==> images/m3.png <==
Scale: 1 px per um.
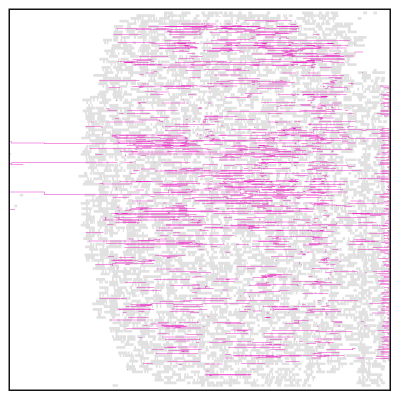
==> images/pinout.png <==
Scale: 1 px per um. Pins as bars across the die edge, other pins in grey.
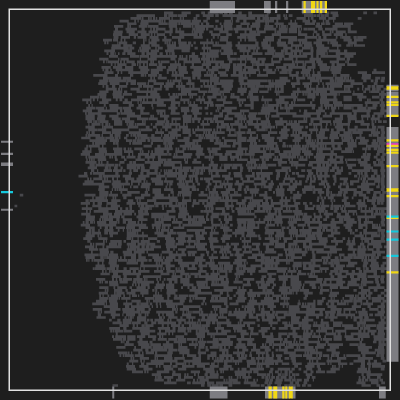
==> images/congestion_map.png <==
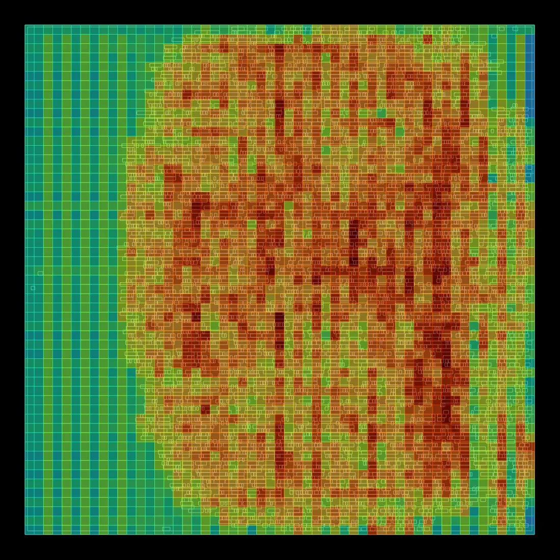
==> images/m2.png <==
Scale: 1 px per um.
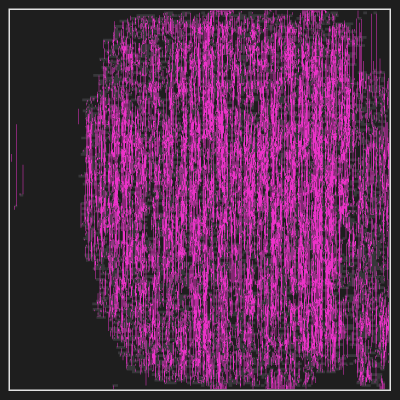
## src/rtl/wb_regfile_commit_pkg.sv

```systemverilog
// Shared cpu constants and types for the write-back stage.
package wb_regfile_commit_pkg;

    localparam int              REG_W    = 5;
    localparam int              XLEN     = 32;
    localparam logic [REG_W-1:0] LINK_REG = 5'd31;
    localparam logic [XLEN-1:0]  NOP      = 32'h0;

    typedef struct packed {
        logic             we;
        logic [REG_W-1:0] rd;
        logic [XLEN-1:0]  data;
    } fwd_t;

    // Call link address wins over load data, which wins over the ALU result.
    function automatic logic [XLEN-1:0] wb_result(
        input logic            call,
        input logic            mem_to_reg,
        input logic [XLEN-1:0] pcplus4,
        input logic [XLEN-1:0] memout,
        input logic [XLEN-1:0] aluout
    );
        return call ? pcplus4 : (mem_to_reg ? memout : aluout);
    endfunction

endpackage

```

## src/rtl/wb_regfile_commit_if.sv

```systemverilog
// MEM/WB bundle, decode read ports and hazard/counter outputs of the write-back stage.
interface wb_regfile_commit_if #(
    parameter int CNT_W = 32
);
    import wb_regfile_commit_pkg::*;

    logic [XLEN-1:0]  wb_inst;
    logic [XLEN-1:0]  wb_ALUOUT;
    logic [XLEN-1:0]  wb_MEMOUT;
    logic [XLEN-1:0]  wb_pcplus4;
    logic [REG_W-1:0] wb_RegisterRd;
    logic             wb_MemtoReg;
    logic             wb_RegWrite;
    logic             wb_call;
    logic             wb_hold;
    logic [REG_W-1:0] id_rs_addr;
    logic [REG_W-1:0] id_rt_addr;
    logic [XLEN-1:0]  id_rs_data;
    logic [XLEN-1:0]  id_rt_data;
    logic             fwd_we;
    logic [REG_W-1:0] fwd_rd;
    logic [XLEN-1:0]  fwd_data;
    logic [CNT_W-1:0] retired_cnt;
    logic [CNT_W-1:0] write_cnt;

    modport master (
        output wb_inst, wb_ALUOUT, wb_MEMOUT, wb_pcplus4, wb_RegisterRd,
               wb_MemtoReg, wb_RegWrite, wb_call, wb_hold, id_rs_addr, id_rt_addr,
        input  id_rs_data, id_rt_data, fwd_we, fwd_rd, fwd_data, retired_cnt, write_cnt
    );

    modport slave (
        input  wb_inst, wb_ALUOUT, wb_MEMOUT, wb_pcplus4, wb_RegisterRd,
               wb_MemtoReg, wb_RegWrite, wb_call, wb_hold, id_rs_addr, id_rt_addr,
        output id_rs_data, id_rt_data, fwd_we, fwd_rd, fwd_data, retired_cnt, write_cnt
    );

endinterface

```

## src/rtl/wb_regfile_commit_gpr_file.sv

```systemverilog
// 2R1W general-purpose register file: async reads, r0 hardwired to zero, async reset.
module wb_regfile_commit_gpr_file
    import wb_regfile_commit_pkg::XLEN;
#(
    parameter int NREG = 32,
    localparam int AW  = $clog2(NREG)
) (
    input  logic            clk,
    input  logic            rst,
    input  logic            we_i,
    input  logic [AW-1:0]   waddr_i,
    input  logic [XLEN-1:0] wdata_i,
    input  logic [AW-1:0]   raddr_a_i,
    input  logic [AW-1:0]   raddr_b_i,
    output logic [XLEN-1:0] rdata_a_o,
    output logic [XLEN-1:0] rdata_b_o
);

    logic [XLEN-1:0] mem_q [NREG];

    always_ff @(posedge clk or posedge rst) begin
        if (rst) begin
            for (int i = 0; i < NREG; i++) mem_q[i] <= '0;
        end else if (we_i && (waddr_i != '0)) begin
            mem_q[waddr_i] <= wdata_i;
        end
    end

    assign rdata_a_o = (raddr_a_i == '0) ? '0 : mem_q[raddr_a_i];
    assign rdata_b_o = (raddr_b_i == '0) ? '0 : mem_q[raddr_b_i];

endmodule

```

## src/rtl/wb_regfile_commit.sv

```systemverilog
// Write-back stage: result select, GPR commit with same-cycle read bypass,
// registered forwarding info for the hazard unit, and retire/write counters.
module wb_regfile_commit
    import wb_regfile_commit_pkg::XLEN, wb_regfile_commit_pkg::REG_W,
           wb_regfile_commit_pkg::NOP, wb_regfile_commit_pkg::fwd_t,
           wb_regfile_commit_pkg::wb_result;
#(
    parameter int               NREG     = 32,
    parameter logic [REG_W-1:0] LINK_REG = wb_regfile_commit_pkg::LINK_REG,
    parameter int               CNT_W    = 32
) (
    input  logic             clk,
    input  logic             rst,
    wb_regfile_commit_if.slave bus
);

    logic [XLEN-1:0]  result;
    logic [REG_W-1:0] dest;
    logic             commit;
    logic [XLEN-1:0]  rf_a, rf_b;
    logic             byp_a, byp_b;
    fwd_t             fwd_q, fwd_d;
    logic [CNT_W-1:0] ret_q, ret_d;
    logic [CNT_W-1:0] wr_q, wr_d;

    assign result = wb_result(bus.wb_call, bus.wb_MemtoReg, bus.wb_pcplus4,
                              bus.wb_MEMOUT, bus.wb_ALUOUT);
    assign dest   = bus.wb_call ? LINK_REG : bus.wb_RegisterRd;
    assign commit = (bus.wb_RegWrite | bus.wb_call) & ~bus.wb_hold & (dest != '0);

    wb_regfile_commit_gpr_file #(.NREG(NREG)) u_gpr_file (
        .clk      (clk),
        .rst      (rst),
        .we_i     (commit),
        .waddr_i  (dest),
        .wdata_i  (result),
        .raddr_a_i(bus.id_rs_addr),
        .raddr_b_i(bus.id_rt_addr),
        .rdata_a_o(rf_a),
        .rdata_b_o(rf_b)
    );

    // Bypass is gated by rst so reads are zero while reset is held; commit already excludes r0.
    assign byp_a = ~rst & commit & (bus.id_rs_addr == dest);
    assign byp_b = ~rst & commit & (bus.id_rt_addr == dest);
    assign bus.id_rs_data = byp_a ? result : rf_a;
    assign bus.id_rt_data = byp_b ? result : rf_b;

    always_comb begin
        fwd_d = fwd_q;
        ret_d = ret_q;
        wr_d  = wr_q;
        if (!bus.wb_hold) begin
            fwd_d = '{we: commit, rd: dest, data: result};
            if (bus.wb_inst != NOP) ret_d = ret_q + 1'b1;
        end
        if (commit) wr_d = wr_q + 1'b1;
    end

    always_ff @(posedge clk or posedge rst) begin
        if (rst) begin
            fwd_q <= '0;
            ret_q <= '0;
            wr_q  <= '0;
        end else begin
            fwd_q <= fwd_d;
            ret_q <= ret_d;
            wr_q  <= wr_d;
        end
    end

    assign bus.fwd_we      = fwd_q.we;
    assign bus.fwd_rd      = fwd_q.rd;
    assign bus.fwd_data    = fwd_q.data;
    assign bus.retired_cnt = ret_q;
    assign bus.write_cnt   = wr_q;

endmodule
```

## src/flat_wrapper.sv

```systemverilog
// flat-port wrapper written by rule: the top's interface ports become plain ports
module wb_regfile_commit_flat import wb_regfile_commit_pkg::XLEN, wb_regfile_commit_pkg::REG_W,
           wb_regfile_commit_pkg::NOP, wb_regfile_commit_pkg::fwd_t,
           wb_regfile_commit_pkg::wb_result;
#(
    parameter int               NREG     = 32,
    parameter logic [REG_W-1:0] LINK_REG = wb_regfile_commit_pkg::LINK_REG,
    parameter int               CNT_W    = 32
)
  (clk, rst, bus_wb_inst, bus_wb_ALUOUT, bus_wb_MEMOUT, bus_wb_pcplus4, bus_wb_RegisterRd, bus_wb_MemtoReg, bus_wb_RegWrite, bus_wb_call, bus_wb_hold, bus_id_rs_addr, bus_id_rt_addr, bus_id_rs_data, bus_id_rt_data, bus_fwd_we, bus_fwd_rd, bus_fwd_data, bus_retired_cnt, bus_write_cnt);
  wb_regfile_commit_if #(.CNT_W(CNT_W)) bus_i ();
  input  logic clk;
  input  logic rst;
  input wire logic [$bits(bus_i.wb_inst)-1:0] bus_wb_inst;
  input wire logic [$bits(bus_i.wb_ALUOUT)-1:0] bus_wb_ALUOUT;
  input wire logic [$bits(bus_i.wb_MEMOUT)-1:0] bus_wb_MEMOUT;
  input wire logic [$bits(bus_i.wb_pcplus4)-1:0] bus_wb_pcplus4;
  input wire logic [$bits(bus_i.wb_RegisterRd)-1:0] bus_wb_RegisterRd;
  input wire logic [$bits(bus_i.wb_MemtoReg)-1:0] bus_wb_MemtoReg;
  input wire logic [$bits(bus_i.wb_RegWrite)-1:0] bus_wb_RegWrite;
  input wire logic [$bits(bus_i.wb_call)-1:0] bus_wb_call;
  input wire logic [$bits(bus_i.wb_hold)-1:0] bus_wb_hold;
  input wire logic [$bits(bus_i.id_rs_addr)-1:0] bus_id_rs_addr;
  input wire logic [$bits(bus_i.id_rt_addr)-1:0] bus_id_rt_addr;
  output wire logic [$bits(bus_i.id_rs_data)-1:0] bus_id_rs_data;
  output wire logic [$bits(bus_i.id_rt_data)-1:0] bus_id_rt_data;
  output wire logic [$bits(bus_i.fwd_we)-1:0] bus_fwd_we;
  output wire logic [$bits(bus_i.fwd_rd)-1:0] bus_fwd_rd;
  output wire logic [$bits(bus_i.fwd_data)-1:0] bus_fwd_data;
  output wire logic [$bits(bus_i.retired_cnt)-1:0] bus_retired_cnt;
  output wire logic [$bits(bus_i.write_cnt)-1:0] bus_write_cnt;
  assign bus_i.wb_inst = bus_wb_inst;
  assign bus_i.wb_ALUOUT = bus_wb_ALUOUT;
  assign bus_i.wb_MEMOUT = bus_wb_MEMOUT;
  assign bus_i.wb_pcplus4 = bus_wb_pcplus4;
  assign bus_i.wb_RegisterRd = bus_wb_RegisterRd;
  assign bus_i.wb_MemtoReg = bus_wb_MemtoReg;
  assign bus_i.wb_RegWrite = bus_wb_RegWrite;
  assign bus_i.wb_call = bus_wb_call;
  assign bus_i.wb_hold = bus_wb_hold;
  assign bus_i.id_rs_addr = bus_id_rs_addr;
  assign bus_i.id_rt_addr = bus_id_rt_addr;
  assign bus_id_rs_data = bus_i.id_rs_data;
  assign bus_id_rt_data = bus_i.id_rt_data;
  assign bus_fwd_we = bus_i.fwd_we;
  assign bus_fwd_rd = bus_i.fwd_rd;
  assign bus_fwd_data = bus_i.fwd_data;
  assign bus_retired_cnt = bus_i.retired_cnt;
  assign bus_write_cnt = bus_i.write_cnt;
  wb_regfile_commit #(.NREG(NREG), .LINK_REG(LINK_REG), .CNT_W(CNT_W)) u_core (.clk(clk), .rst(rst), .bus(bus_i));
endmodule
```

## config.mk

```make
export PLATFORM = sky130hd
export DESIGN_NAME = wb_regfile_commit_flat
export DESIGN_NICKNAME = d
export VERILOG_FILES = /design/src/rtl/wb_regfile_commit_pkg.sv /design/src/rtl/wb_regfile_commit_if.sv /design/src/rtl/wb_regfile_commit_gpr_file.sv /design/src/rtl/wb_regfile_commit.sv /design/src/flat_wrapper.sv
export SDC_FILE = /design/constraint.sdc
export NUM_CORES = 2
export LEC_CHECK = 0
export ABC_CLOCK_PERIOD_IN_PS = 45100
export CAP_MARGIN = 15
export CORE_MARGIN = 1.5
export CORE_UTILIZATION = 40
export DETAILED_ROUTE_END_ITERATION = 8
export MAX_ROUTING_LAYER = met4
export PLACE_DENSITY = 0.58
export SLEW_MARGIN = 20
export SYNTH_ARGS = -nofsm -noshare
export SYNTH_HDL_FRONTEND = slang
export SYNTH_SLANG_ARGS = --single-unit
export TNS_END_PERCENT = 10
```

## constraint.sdc

```tcl
create_clock -name clk -period 45.1 [get_ports clk]
set_clock_uncertainty 0.2 [all_clocks]
set_input_delay 9.02 -clock clk [delete_from_list [all_inputs] [get_ports clk]]
set_output_delay 9.02 -clock clk [all_outputs]
set_load 0.03 [all_outputs]
```

==> datasheet_impl.txt <==
Physical implementation characteristics

Parameter                              Value

Final timing
  Top achievable clock speed    0.0429 GHz
  Shortest period the worst path allows    23.29 ns
  Period Utilization, post-route    51.6%
  RSZ-0062 raised after global routing    false
  Post-route worst hold slack    0.197 ns
  Final setup violation count    0
  Post-route setup TNS    0 ns
  Final worst-path setup slack    21.81 ns
  Normalized max-slew margin    20.4%
  Number of hold-slack violations in the final timing report    0
  Max-slew violation count    0
  Actual transition at the worst max-transition pin    1.19 ns

Synth
  Cell type with the largest total area after synthesis    sky130_fd_sc_hd__dfrtp_1
  Number of cell instances after yosys synthesis    5,163
  Top cells by count, synth    1,126 x sky130_fd_sc_hd__dfrtp_1, 1,103 x sky130_fd_sc_hd__nand2_1, 1,037 x sky130_fd_sc_hd__o21ai_0
  Dominant kind of combinational cell    multiplexers
  Sequential fraction of the synthesis area    49.7%
  Top cells by area in the synthesized netlist    sky130_fd_sc_hd__dfrtp_1 50%, sky130_fd_sc_hd__mux4_2 18%, sky130_fd_sc_hd__o21ai_0 9.1%, sky130_fd_sc_hd__nand2_1 7.3%, sky130_fd_sc_hd__clkbuf_1 2.6%
  Post-synthesis simple-gate area fraction    10.2%
  Top cell type by instance count after synthesis    sky130_fd_sc_hd__dfrtp_1
  Post-synth tally of flip-flops with integrated enable    0
  Flip-flop and latch count after synthesis    1,126
  Yosys Chip Area    56,700 um^2
  Area fraction in compound gates after synthesis    14.2%
  Mux frac, synth    20.8%
  Post-synth net total    5,314
  Adders+Majority by Area    0.0441%
  Post-synthesis instance area    56,700 um^2
  Top-area cell type share of the netlist area    49.7%
  Mean instance size in the synthesized netlist    11.0 um^2
  Xor/xnor share of the synthesized area    1.05%
  Post-synthesis cell type count    61
  Yosys warning count    0
  Count of mapped cells out of synthesis    5,163
  Primary flip-flop cell chosen by synthesis mapping    sky130_fd_sc_hd__dfrtp_1
  Proportion of register bits with asynchronous set or reset after synthesis    100%

Hold path
  Number of cells on the worst hold path    0
  Path category of the worst min-delay check    reg -> reg

Status
  Outcome    finished, final reports clean

Place
  Placed wire-length estimate    117 mm
  PortBufs    314
  Setup slack at placement    21.86 ns
  Total placed instance area    61,200 um^2
  Number of instances in the placed design    6,952
  Routability congestion estimate    0.857

Layout
  Most flop-heavy register    u_core.u_gpr_file.mem_q
  Number of flip-flops in the largest register    1,024
  Post-route cell area    65,300 um^2
  Nets    5,330
  Share of cells above drive strength 1    16.9%
  Number of filler instances in the final layout    13,000
  Number of cells in the finished layout apart from fillers    7,167
  Synthesis-to-finish area growth    15.2%

Die
  Placeable core region    141,000 um^2
  Die footprint    144,000 um^2
  Horizontal die dimension    380 um
  Die H    380 um
  Row cnt    138
  Number of I/O pins    315
  Effective utilization at floorplan    40.2%

Power
  Power density of the placed cells    40.8 nW/um^2
  Share of total power consumed by net switching    28.1%
  Internal portion of total power    0.00192 W
  Total Power Consumption    0.00267 W
  Sequential power share    44.8%
  P_sw    0.000750 W
  Leak    27.3 nW
  Worst IR Drop VDD    0.0301 mV
  Combinational group share of total power    16.2%
  Clock group share of total power    39.0%

Flow run
  Total tool warning count    33
  Max capacitance violation total    0

Clock tree
  CTS Root Buffer Type    sky130_fd_sc_hd__clkbuf_16
  Count of cells resized by post-cts repair    0
  Depth of the CTS H-tree    3
  CTS Hold Buffers Added    0
  Buffer depth of the longest clock path    3
  Number of clock sinks    1,126
  Skew-Pair Late Insertion Delay    0.73 ns
  CTS tree    done
  Clk pin slew, worst setup/hold paths    0.07 ns
  Inserted Clock Buffers    115
  Post CTS Setup Buffer Count    0

Global routing
  Overall routing resource usage    28.5%
  Number of antenna violations at the first check in global routing    3
  Pin count of the biggest net entering global routing    173
  Vias in the first global route    42,300
  Global route overflow    0
  Global-route wire length before repair    296 mm

Route
  Antenna Nets Post-Route    0
  Number of vias in the routed layout    43,900
  Uppermost signal routing layer after detailed routing    met4
  Routed via count divided by cell count    6.12
  Wire length on met1    85.0 mm
  Iteration-0 DRC count of the detailed router    4,995
  Drt total wl    201 mm
  Drc violations    0
  Routed length on met2    89.4 mm
  Detail Route met3 WL    19.1 mm
  Drt pass-1 iters    6
  Routed length per placed instance    28.1 um

Worst setup path
  Type of element launching the critical path    input pin
  Setup crit end kind    primary output
  Category of the critical setup timing path    in -> out
  Worst-path fanout max    58
  Required time of the critical path    35.88 ns
  Worst-case reg-to-reg path depth    5
  Arrival time at the worst endpoint    14.07 ns
Notes on m3.png above:
main direction = horizontal
nets with wire on the layer = 602
longest straight run = 199 um
wire length on this layer = 19,100 um
share of all routed wire = 9.5%

Notes on pinout.png above:
`bus_wb_call` -> magenta  # pins 1, direction input, edge right
`bus_id_rs_addr` -> cyan  # pins 5, direction input, edge 4 right, 1 left
`bus_wb_pcplus4` -> yellow  # pins 32, direction input, edge 16 right, 9 bottom, 7 top
all pins by edge = 194 right, 58 top, 57 bottom, 6 left

Notes on congestion_map.png above:
final core occ: 46.3%
most used routing layer: met2

Notes on m2.png above:
wire length on this layer = 89.4 mm
main direction = vertical
nets with wire on the layer = 4,121
share of all routed wire = 44%

-- final timing paths --
kind	slack (ns)	startpoint	end
setup / recovery	21.81	bus_id_rs_addr[2]	bus_id_rs_data[23]
min in group asynchronous	8.68	rst	u_core.u_gpr_file.mem_q[622]$_DFFE_PP0P_
setup reg to reg	42.57	u_core.bus.retired_cnt[4]$_DFFE_PP0P_	u_core.bus.retired_cnt[15]$_DFFE_PP0P_
hold reg to reg	0.20	u_core.u_gpr_file.mem_q[1017]$_DFFE_PP0P_	u_core.u_gpr_file.mem_q[1017]$_DFFE_PP0P_
hold / removal	0.20	u_core.u_gpr_file.mem_q[1017]$_DFFE_PP0P_	u_core.u_gpr_file.mem_q[1017]$_DFFE_PP0P_
max in group asynchronous	32.83	rst	u_core.u_gpr_file.mem_q[968]$_DFFE_PP0P_
-- critical path: stages --
cell                              delay, ns
sky130_fd_sc_hd__buf_8                 0.40
sky130_fd_sc_hd__buf_4                 0.84
sky130_fd_sc_hd__buf_4                 0.76
sky130_fd_sc_hd__o31a_1                0.23
sky130_fd_sc_hd__o21ai_0               0.14
sky130_fd_sc_hd__a32o_2                0.52
sky130_fd_sc_hd__buf_4                 0.35
sky130_fd_sc_hd__o32ai_1               0.89
sky130_fd_sc_hd__clkdlybuf4s50_1       0.83
-- placed cells by master, fill, tap and decap left out, types with 18 or more instances in the layout --
cell type	n
sky130_fd_sc_hd__dfrtp_1	1126
sky130_fd_sc_hd__nand2_1	1071
sky130_fd_sc_hd__o21ai_0	1037
sky130_fd_sc_hd__mux4_2	463
sky130_fd_sc_hd__clkdlybuf4s50_1	305
sky130_fd_sc_hd__o22ai_1	167
sky130_fd_sc_hd__mux2i_1	129
sky130_fd_sc_hd__buf_4	123
sky130_fd_sc_hd__clkbuf_16	117
sky130_fd_sc_hd__nor2_1	76
sky130_fd_sc_hd__a22oi_1	73
sky130_fd_sc_hd__xnor2_1	51
sky130_fd_sc_hd__nand3_1	48
sky130_fd_sc_hd__o221ai_1	36
sky130_fd_sc_hd__nand2_2	29
sky130_fd_sc_hd__clkbuf_8	28
sky130_fd_sc_hd__a21oi_2	27
sky130_fd_sc_hd__clkinv_2	25
sky130_fd_sc_hd__and4_1	23
sky130_fd_sc_hd__clkbuf_1	19
sky130_fd_sc_hd__or3_1	18
-- power by group through the flow --
stage	clock network (W)	logic [W]	registers, W
floorplan	0	0.000274	0.00121
global placement	0	0.000424	0.00120
detailed placement	0	0.000431	0.00121
CTS	0.00105	0.000432	0.00119
global route	0.00109	0.000468	0.00121
finish	0.00104	0.000433	0.00120
-- routing by layer --
metal / track usage [%] / vias to the layer above
li1: - / 18800
met1: 39.4 / 22400
met2: 41.5 / 2222
met3: 5.95 / 416
met4: 10.2 / 0
met5: - / -
-- layout make-up --
cell class / instances / area, um^2 / share of cell area [%]
tap: 1890 / 2360 / 3.62
multi-input combinational: 3488 / 26500 / 40.6
clock buffer: 164 / 3380 / 5.18
antenna: 1 / 2.50 / 0.00383
timing repair buffer: 437 / 4120 / 6.31
clock inverter: 50 / 701 / 1.07
inverter: 11 / 48.8 / 0.0747
sequential: 1126 / 28200 / 43.1
Power is estimated from default activity; no workload was simulated.
